Fig. 1: supply network
The bar under the picture is 20 um long. Pins as bars on the die edge.
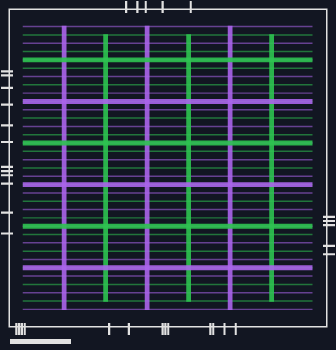
Fig. 2: cells coloured by class
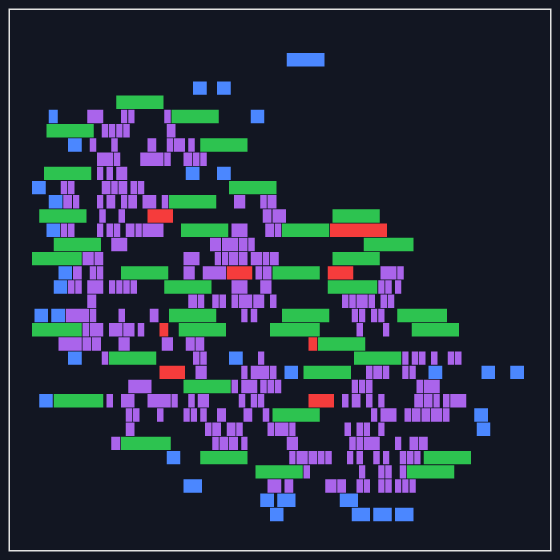
Design round_sequencer, sky130hd; sources not shown.
==> flow_metrics.env <==
# implementation run metrics
export IMPL_routed_len_inst_um=10.8
export IMPL_grt_start_max_net_pins=39
export IMPL_worst_setup_path_end_kind="output port"
export IMPL_post_route_fraction_of_the_period_consumed_by_the_critical_path=0.743
export IMPL_tritoncts="built"
export IMPL_cts_hold_buffers=0
export IMPL_layout_filler_cells=951
export IMPL_grt_pass1_wl_mm=8.20
export IMPL_final_net_count=345
export IMPL_ff2ff_setup_slack_ns=1.06
export IMPL_fp_util=0.249
export IMPL_grt_total_usage=0.0977
export IMPL_chip_area_um2=10700
export IMPL_first_pass_iters=4
export IMPL_post_dp_cell_area_um2=2570
export IMPL_grt_overflow_total=0
export IMPL_netlist_area_pre_place_um2=2180
export IMPL_area_growth_pct=22.9
export IMPL_vias_per_instance=4.31
export IMPL_ys_area_um2=2180
export IMPL_post_synth_most_frequent_cells="nand2_1, inv_1, dfrtp_1, nor2_1, nand3_1"
export IMPL_detail_route_antenna_nets=0
export IMPL_fin_setup_tns_ns=0
export IMPL_max_clk_rate_ghz=0.481
export IMPL_count_of_boundary_i_o_pins=35
export IMPL_fin_crit_ns=2.08
export IMPL_first_global_vias=1789
export IMPL_layout_cell_share_with_drive_strength_beyond_1=0.189
export IMPL_unrepaired_setup_endpoints_after_global_routing="no"
export IMPL_holdCritPathClass="flop to flop"
export IMPL_place_gp_congestion=0.805
export IMPL_min_delay_path_depth=0
export IMPL_finish_cell_count_without_fillers=436
export IMPL_worst_ep_required_time_ns=2.24
export IMPL_worstRegToRegCells=10
export IMPL_clock_sink_count=38
export IMPL_max_capacitance_violation_total=0
export IMPL_hpwl_mm=3.48
export IMPL_ctsLongestPathBuffers=2
export IMPL_post_place_cells=428
export IMPL_drcViolationCount=0
export IMPL_numCtsBuffers=5
export IMPL_postSynth_asyncResetShare=1.00
export IMPL_irDropWorstVdd_mv=0.640
export IMPL_power_static_leakage_nw=1.36
export IMPL_ys_seq_share=0.440
export IMPL_syn_avg_cell_area_um2=7.55
export IMPL_ws_path_type="flop to output port"
export IMPL_floorplan_nets=307
export IMPL_path_clk_slew_ns=0.07
export IMPL_layout_top_cells_excl_fill_tap="nand2_1, inv_1, dfrtp_1, nor2_1, buf_4"
export IMPL_yosys_area_top_type_share=0.344
export IMPL_design_area_um2=2680
export IMPL_registers_synthesis=38
export IMPL_hold_viol_final=0
export IMPL_final_common_cell="nand2_1"
export IMPL_setup_viol=0
export IMPL_insertion_delay_ns=0.30
export IMPL_worst_pin_slew_ns=0.888
export IMPL_synth_cell_type_count=32
export IMPL_warning_count=32
export IMPL_synth_cells_yosys=289
export IMPL_cts_htree_levels=2
export IMPL_power_density_of_the_placed_cells_nw_per_um2=1050
export IMPL_outcome="completed"
Notes on Fig. 1 above:
[VSS] purple
[VDD] green
met5 straps: 6
met1 rails: 35
core area: 8760 um^2
die boundary height: 103 um
die span in x: 103 um

Notes on Fig. 2 above:
[registers] green | cells: 38 | share of their area: 38%
[clock drivers and dummy loads] red | cells: 8 | share of their area: 4.3%
[remaining buffers and delay cells] blue | cells: 33 | share of their area: 11%
[remaining logic cells] purple | cells: 249 | share of their area: 47%
final core utilization: 0.306
register share of the cell area: 0.358
Placement Rows: 34

power breakdown:
group,total [mW],internal (mW),switching [mW]
clock network,0.463,0.262,0.200
logic,1.58,0.388,1.19
registers,0.767,0.669,0.0977
total,2.81,1.32,1.49
critical path: stages (launching register included):
cell and delay [ns]:
dfrtp_1 0.43, inv_1 0.12, nand2_1 0.07, nor2_1 0.26, buf_4 0.36
cells by family (layout without fill, tap and decap cells):
family          Yosys count  after routing  synth area share
fa+ha+maj                 6              6            0.0344
xor+xnor                 10             10            0.0401
buf+inv                  49             88            0.0883
simple gates            152            152             0.302
flops                    38             38             0.440
compound gates           34             34            0.0946
area by class of cell:
type / instances / area [um^2] / area share
Multi-Input combinational cell: 202 / 1030 / 0.383
Sequential cell: 38 / 961 / 0.358
Timing Repair Buffer: 33 / 273 / 0.102
Inverter: 47 / 176 / 0.0658
Tap cell: 108 / 135 / 0.0504
Clock buffer: 5 / 68.8 / 0.0257
Clock inverter: 3 / 40.0 / 0.0149
routing by layer:
metal	global-route usage	vias up	wire (um)
met4	0.0388	0	73
met5	0	-	0
met1	0.129	861	2350
met3	0.0221	7	154
met2	0.155	22	2130
li1	-	989	-
metrics by stage:
stage	total power, mW	setup WS, ns	util	hold WS (ns)
floorplan	2.01	0.259	-	0.264
global placement	2.36	0.823	0.294	0.335
detailed placement	2.37	0.816	0.294	0.339
CTS	2.85	0.692	0.306	0.357
global route	3.03	0.595	0.306	0.374
finish	2.81	0.720	0.306	0.353
Power and IR drop assume default switching activity.
